==> images/placed.png <==
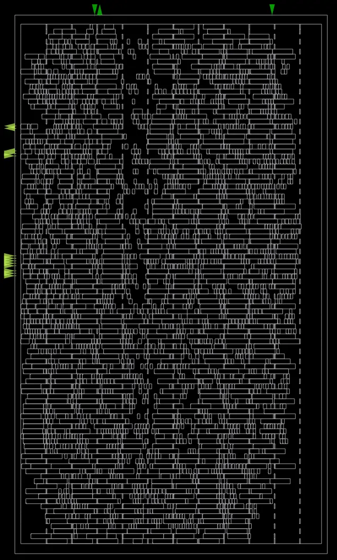
==> images/ff_map.png <==
The bar under the picture is 50 µm long. Other sequential cells in the stronger grey, the rest of the logic in the fainter grey.
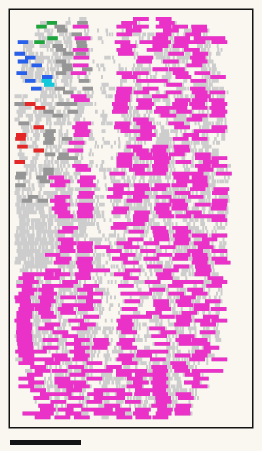
==> images/class_map.png <==
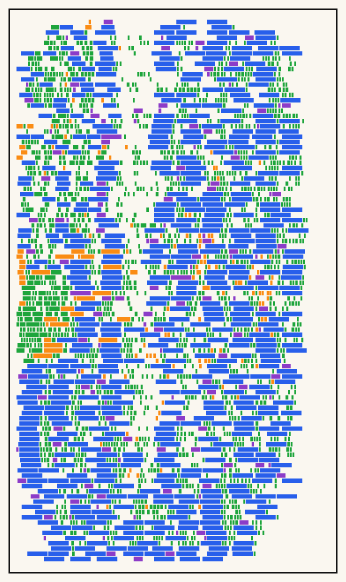
==> images/util_map.png <==
17 x 29 tiles, from white (low) to dark blue (high), 0 to 100% covered.
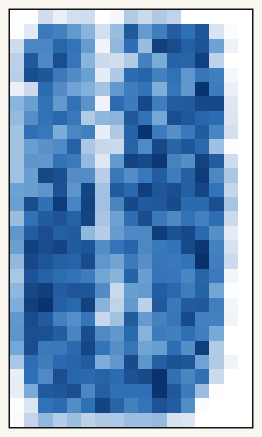
==> config.mk <==
export PLATFORM = sky130hd
export DESIGN_NAME = cobs_uart_tx
export DESIGN_NICKNAME = d
export VERILOG_FILES = /design/src/rtl/cobs_pkg.sv /design/src/rtl/cobs_uart_tx_uart.sv /design/src/rtl/cobs_uart_tx.sv
export SDC_FILE = /design/constraint.sdc
export NUM_CORES = 1
export LEC_CHECK = 0
export ABC_AREA = 1
export CAP_MARGIN = 5
export CORE_ASPECT_RATIO = 1.75
export CORE_MARGIN = 3
export CORE_UTILIZATION = 55
export CTS_BUF_LIST = sky130_fd_sc_hd__clkbuf_8
export DETAILED_ROUTE_END_ITERATION = 16
export GPL_ROUTABILITY_DRIVEN = 1
export GPL_TIMING_DRIVEN = 0
export PLACE_DENSITY = 0.81
export SLEW_MARGIN = 0
export SYNTH_ARGS = -nofsm -noshare
export SYNTH_HDL_FRONTEND = slang
export SYNTH_SLANG_ARGS = --single-unit
==> constraint.sdc <==
create_clock -name clk -period 12.9 [get_ports clk]
set_input_delay 1.29 -clock clk [delete_from_list [all_inputs] [get_ports clk]]
set_output_delay 1.29 -clock clk [all_outputs]
set_load 0.01 [all_outputs]
==> deck_impl_summary.md <==
Run Summary

Die
  – Width of the die: between 150 and 200 µm
  – DIE AREA: 49900 µm²
  – Chip height: roughly 290 µm
  – Io pins: 16

Global routing
  – Met2 Resource Use GR: 0.5505
  – Total congestion overflow: 0
  – GRT Util Overall: 0.3142
  – Grt met1 use: 0.3368

Run status
  – Run status: completed

Yosys
  – Ao+oa area frac: 0.03469
  – Library cells used by synthesis: ~43
  – Synthesized instance count: ~2700
  – Dominant comb cell: simple AND/OR/NAND/NOR gates
  – AND/OR/NAND/NOR Cells, Area Fraction: 0.2272
  – Ys async rst share: 0
  – Synth Cell Area: 25930 µm²
  – Yosys stat chip area: 25930 µm²
  – Syn nets: ~2700
  – MUX share of area: 0
  – Syn. warnings: 0
  – Ys cells: 2657
  – Adder share: 0.009939

Worst setup path
  – Worst r2r path cells: 10
  – Arrival time at the worst endpoint: between 4 and 5 ns
  – CP Data Required Time: roughly 13 ns
  – Reg2reg setup slack: roughly 9.3 ns
  – Setup crit end kind: flip-flop
  – Element type at the critical path start: input pin

STA
  – Final worst slack: 8.934 ns
  – Slew Viols, Final: 0
  – Hold_ws: between 0.4 and 0.5 ns
  – Cycle use final: 0.3075
  – Worst Max-Slew Pin Slew: just over 1 ns
  – Worst relative slew slack: 0.3114
  – Final Setup Violations: 0
  – Fmax: between 0.2 and 0.3 GHz
  – Final hold vios: 0
  – Final Skew: about 0.026 ns

Route
  – Via count: slightly below 20000
  – Vias per inst: 5.720
  – Detailed Route WL: approximately 80 mm
  – DRT Pass-1 Iters: 8
  – WL/cell: ~23 µm
  – DR DRC count: 0

CTS
  – Latency at later pin: roughly 0.66 ns
  – Clk buf depth: 3
  – Postcts setup bufs: 0
  – Root buf cell: clkbuf_8
  – Hold_buf cts: 0
  – CTS tree: built
  – H-tree depth: 3

Placed design
  – Number of port buffers: 14
  – Gpl congestion: between 0.9 and 1
  – Setup WS pre-CTS: 8.358 ns
  – Post-DP HPWL: ~56 mm

Pwr
  – Peak supply drop: 0.1115 mV
  – Leakage power total: approximately 0.012 µW

Finish
  – Synth-to-Final Area Change: 11.07%
  – Max reg flops: roughly 520
  – Fillers: about 3700

Run
  – MaxCap Viol Count: 0
-- placed.png (at the start) --
Non-Filler Instances: 3413
Well Taps: 583
num sequential: 588
final core occ: 0.6218
fraction of area in registers: 0.5894

-- ff_map.png (at the start) --
[u_ser.cnt_q] blue | placed flops: 9 | where: upper left
[u_ser.bit_q] green | placed flops: 4 | where: upper left
[mem_q] magenta | placed flops: 520 | where: all over the die
[state_q] cyan | placed flops: 2
[wr_pos_q] red | placed flops: 8
Reg area: 16980 µm²
sequential power: 2240 µW

-- class_map.png (at the start) --
[registers] blue | cells: 588 | share of their area: 60%
[remaining buffers and delay cells] orange | cells: 149 | share of their area: 4.0%
[clock drivers and dummy loads] purple | cells: 141 | share of their area: 5.3%
[remaining logic cells] green | cells: 1951 | share of their area: 30%
FP Rows: 104
core footprint: 46320 µm²
final non-filler cell area: 28810 µm²

-- util_map.png (at the start) --
nearly empty tiles: 10%
tiles over 75% full: 32%
emptiest ninth of the die: lower right
Pre-Place Util: 0.5598

## power breakdown
part           leakage, µW  internal, µW  switching [µW]
Clock             0.000851           670             688
Sequential         0.00524          2210            34.9
Combinational      0.00564           261             715
## layout by cell type (no fill, tap or decap), drive strengths merged, types with 5 or more instances in the layout
cell type | Yosys | layout
nor3 | 16 | 16
clkbuf | 45 | 130
clkdlybuf4s50 | 0 | 14
buf | 73 | 90
xnor2 | 10 | 10
ha | 19 | 19
inv | 303 | 328
nand2 | 828 | 828
o21ai | 86 | 86
dfxtp | 68 | 68
a21oi | 65 | 65
edfxtp | 520 | 520
nand4 | 5 | 5
nor2 | 299 | 299
nand3 | 275 | 275
xor2 | 13 | 13
clkinv | 6 | 31
o22ai | 5 | 5
## metrics by stage
| stage | cell area, µm² | total power, µW | std cells |
|---|---|---|---|
| global route | 28810 | 4729 | 3413 |
| CTS | 28800 | 4565 | 3412 |
| detailed placement | 27310 | 3237 | 3271 |
| finish | 28810 | 4579 | 3413 |
| global placement | 26800 | 3178 | 3254 |
| floorplan | 25930 | 2821 | 2657 |
## Yosys cell counts (6+ instances only)
library cell / instances / area, µm²
nor2_1: 295 / 1107
edfxtp_1: 520 / 15610
clkbuf_1: 45 / 168.9
nand3_1: 272 / 1361
dfxtp_1: 68 / 1361
inv_1: 292 / 1096
buf_1: 11 / 41.29
clkinv_1: 6 / 22.52
xnor2_1: 10 / 87.58
nand2_1: 811 / 3044
o21ai_0: 48 / 240.2
a21oi_1: 62 / 310.3
nor3_1: 13 / 65.06
o21ai_1: 38 / 190.2
xor2_1: 13 / 113.9
ha_1: 19 / 237.7
inv_2: 11 / 41.29
nand2_2: 12 / 75.07
buf_2: 56 / 280.3
## layout make-up
type / instances / area [µm²] / share of cell area
inverter: 309 / 1160 / 0.04027
antenna: 1 / 2.502 / 0.00008687
buffer: 118 / 546.8 / 0.01898
tap: 583 / 729.5 / 0.02532
clock inverter: 56 / 319.1 / 0.01108
sequential: 588 / 16980 / 0.5894
clock buffer: 85 / 1170 / 0.04061
timing repair buffer: 31 / 563.0 / 0.01955
multi-input combinational: 1642 / 7338 / 0.2548
## per-layer routing
| metal | part of all wire | wire length (µm) | vias to the layer above |
|---|---|---|---|
| li1 | - | - | 8897 |
| met1 | 0.32 | 24770 | 9195 |
| met2 | 0.51 | 39690 | 1108 |
| met3 | 0.084 | 6526 | 321 |
| met4 | 0.091 | 7098 | 0 |
| met5 | 0 | 0 | - |
## critical path, stage by stage
cell and delay (ns):
clkdlybuf4s50_1 0.57, nand2_1 0.09, nor3_2 0.12, nand3_2 0.18, nand2_2 0.24, o21ai_1 0.13
nor2_1 0.27, nand2_1 0.40, nor2_1 0.91
## cell families after synthesis
logic type,count (synthesis)
AND/OR/NAND/NOR,1431
flip-flops,588
buffers and inverters,427
AND-OR/OR-AND,168
XOR/XNOR,23
adder cells (fa/ha/maj),20
Power figures rest on the tool's default switching activity, not on a simulated workload.
